run_1/m3.png
Scale: 1.5 px per µm.
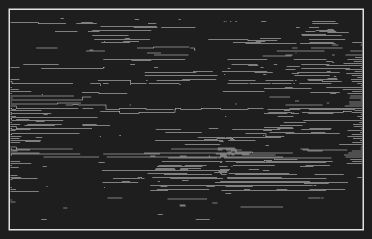
run_1/congestion_map.png
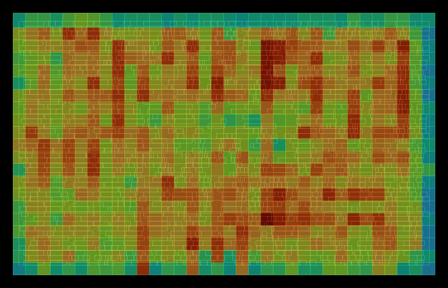
run_1/sizing.png
Scale: 3 px per µm.
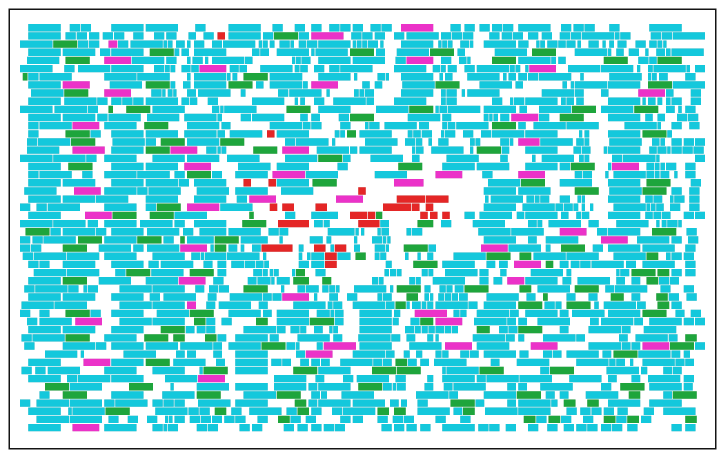
run_1/m2.png
Scale: 1.5 px per µm.
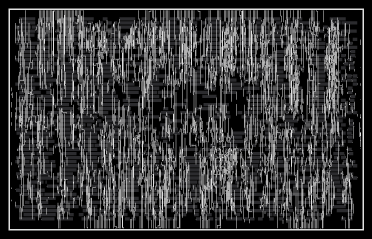
==> config.mk <==
export PLATFORM = sky130hd
export DESIGN_NAME = store_buffer
export DESIGN_NICKNAME = d
export VERILOG_FILES = /design/src/rtl/store_buffer_pkg.sv /design/src/rtl/sb_fwd_match.sv /design/src/rtl/store_buffer.sv
export SDC_FILE = /design/constraint.sdc
export NUM_CORES = 1
export LEC_CHECK = 0
export CORE_AREA = 3 3 232 143
export CTS_CLUSTER_SIZE = 30
export DETAILED_ROUTE_END_ITERATION = 16
export DIE_AREA = 0 0 235 146
export PLACE_DENSITY_LB_ADDON = 0.05
export SLEW_MARGIN = 20
export SYNTH_ARGS = -nofsm -noshare
export SYNTH_HDL_FRONTEND = slang
export SYNTH_SLANG_ARGS = --single-unit
export TNS_END_PERCENT = 100
==> constraint.sdc <==
create_clock -name Clk -period 13.96 [get_ports Clk]
set_input_delay 2.792 -clock Clk [delete_from_list [all_inputs] [get_ports Clk]]
set_output_delay 2.792 -clock Clk [all_outputs]
set_load 0.02 [all_outputs]
==> flow_summary.json <==
{
  "rows": 50,
  "syn_area_um2": 18000,
  "synth.most_common_cell": "edfxtp_1",
  "tool_warnings": 32,
  "p_clk_share_pct": 23.6,
  "crit_path_cell_trace": "clkdlybuf4s50_1 -> xor2_1 -> nor4_1 -> nand4_1 -> nor3_1 -> mux4_2 -> a311oi_4 -> buf_4 -> nor2_4 -> a21oi_1 -> a21oi_1 -> clkdlybuf4s50_1",
  "cellLeakagePower_nw": 7.22,
  "power_density_nw_per_um2": 197,
  "syn_nets": 1262,
  "clock.fmax_ghz": 0.0949,
  "finalPower_mw": 4.38,
  "synth_chip_area_um2": 18000,
  "r2r_slack_ns": 8.75,
  "yosysWarnings": 0,
  "fp_util_pct": 57.9,
  "grt_pass1_vias": 11111,
  "synth.top_cell.area_share_pct": 62.8,
  "ant_nets": 0,
  "die_w_um": 235,
  "drive_gt1_share_pct": 15.7,
  "numPlacedInstances": 1726,
  "cp.arrival_ns": 7.75,
  "cts_buffers": 36,
  "holdWs_ns": 0.710,
  "finalCriticalPeriod_ns": 10.54,
  "cts_buffer_depth": 3,
  "seq_power_share_pct": 38.8,
  "port_buffers": 296,
  "crit_fanout": 33,
  "worstSetupPathType": "input port to output pin",
  "root_buffer": "clkbuf_16",
  "top_cells_by_area": "edfxtp_1, mux4_2, xnor2_1",
  "edf_count": 376,
  "flop_cell": "edfxtp_1",
  "fin_cells": 1795,
  "min_period_over_period_pct": 75.5,
  "p_switching_mw": 1.48,
  "grt_max_degree": 64,
  "finalHoldViolCount": 0,
  "core_um2": 31100,
  "slew_headroom_pct": 28.7,
  "swShare_pct": 33.8,
  "async_flop_share_pct": 1.83,
  "fin_nets": 1523,
  "cp.required_ns": 11.17,
  "clk_pin_slew_ns": 0.06,
  "yosys_cells": 1088,
  "status": "complete, no violations",
  "worst_pin_slew_ns": 1.07,
  "die_height_um": 146,
  "gp_congestion": 0.882,
  "combPwrFrac_pct": 37.6,
  "final_max_slew_viol_count": 0,
  "numSynthFlops": 383,
  "drt_iter0_drc": 1231,
  "io_pins": 299,
  "cp.depth": 12,
  "dr.pass1.iters": 6,
  "holdPathStages": 1,
  "chipArea_um2": 34300,
  "cts_resized": 0,
  "dp_hpwl_um": 30500,
  "overflow": 0,
  "synth_area_leader_cell": "edfxtp_1",
  "ys_seq_share_pct": 63.7,
  "cp-start-kind": "input port",
  "post-route-drc-count": 0,
  "internal_power_mw": 2.90,
  "cp_top_family": "simple AND/OR/NAND/NOR gates",
  "drv_cap": 0,
  "grt_setup_unrepaired": "false",
  "netlist_instances": 1088,
  "cpPeakStageDelay_ns": 0.81,
  "slowest_stage": "nor2_4",
  "setup_tns_ns": 0,
  "htreeDepth": 2,
  "grt_pass1_wl_um": 70500,
  "cts_hold_buf": 0,
  "reg2reg_depth": 12,
  "ys_top_cells_by_count": "edfxtp_1, mux4_2, a21oi_1, xnor2_1, a22oi_1",
  "avgSynthCellArea_um2": 16.5,
  "antenna_found_initial": 4,
  "via_per_inst": 6.25,
  "postCtsSetupBuffers": 0
}
-- m3.png (at the start) --
nets with wire on the layer = 242
share of all routed wire = 12%
wire length on this layer = 5860 µm
main direction = horizontal
Detailed Route WL: 47300 µm
GR Util met3: 8.24%

-- congestion_map.png (at the start) --
GRT Resource Usage Total: 27.3%
Routed WL per cell: 26.3 µm
Core Util, Final: 71.7%
grt met1 use: 40.8%
M2 GR Usage: 39.9%

-- sizing.png (at the start) --
x2 -> green  # cells 143, most used mux4_2
x6 and larger -> magenta  # cells 48, most used clkbuf_16
x3 and x4 -> red  # cells 25, most used buf_4
x1 and smaller -> cyan  # cells 1160, most used edfxtp_1
P&R area growth vs syn: 23.9%
Post-Layout Inst Area: 22300 µm²
non-clock buffer count: 308
fin worst setup slack: 3.42 ns

-- m2.png (at the start) --
longest straight run = 77.0 µm
share of all routed wire = 45%
nets with wire on the layer = 1375
wire length on this layer = 21.1 mm
Vias: 11212

[run 1: cell type report]
class                   count  area [µm²]
multi-input cells         605        5920
diodes                      3        7.51
flip-flops and latches    383       11500
repair buffers            308        3070
inverters                  15        56.3
fillers                  2006        8800
clock inverters            22         315
well taps                 416         520
clock buffers              43         927
[run 1: power by group through the flow]
stage	Sequential (mW)	Clock, mW	Combinational [mW]
after detailed placement	1.72	0	1.65
after floorplan	1.64	0	1.09
after global routing	1.73	1.10	1.74
after global placement	1.71	0	1.64
after CTS	1.70	1.05	1.66
final	1.70	1.04	1.65
[run 1: cells by family (layout without fill, tap and decap cells)]
logic type                 after synthesis  count (layout)  synth area share [%]
xor gates and xnor gates               126             126                  6.14
DFF                                    383             383                  63.7
adders and majority gates               10              10                 0.737
buffers and inverters                  100             388                  3.78
and+or+nand+nor                        154             154                  4.24
AOI/OAI and AO/OA                      188             188                  7.41
muxes                                  127             127                  14.0
other                                    0               3                     0
[run 1: cells in the final DEF (no fill, tap or decap), drive strengths merged, types with 31 or more instances in the layout]
master,n
clkdlybuf4s50,296
xnor2,67
mux4,96
nand2,42
a22oi,65
clkbuf,43
nor2,44
a21oi,69
a31o,31
xor2,59
edfxtp,376
[run 1: routing by layer]
metal	GRT usage [%]	vias to the layer above	wire, µm	share of wire [%]
met5	0	-	33	0.070
met4	6.11	4	978	2.1
met3	8.24	86	5860	12
met2	39.9	624	21100	45
met1	40.8	5620	19300	41
li1	-	4878	-	-
[run 1: through the flow]
| step | utilization (%) | setup slack, ns |
|---|---|---|
| after floorplan | - | 5.62 |
| after global placement | 67.6 | 3.15 |
| after detailed placement | 67.6 | 3.05 |
| after CTS | 71.6 | 3.02 |
| after global routing | 71.7 | 3.09 |
| final | 71.7 | 3.42 |
Power and IR drop assume default switching activity.
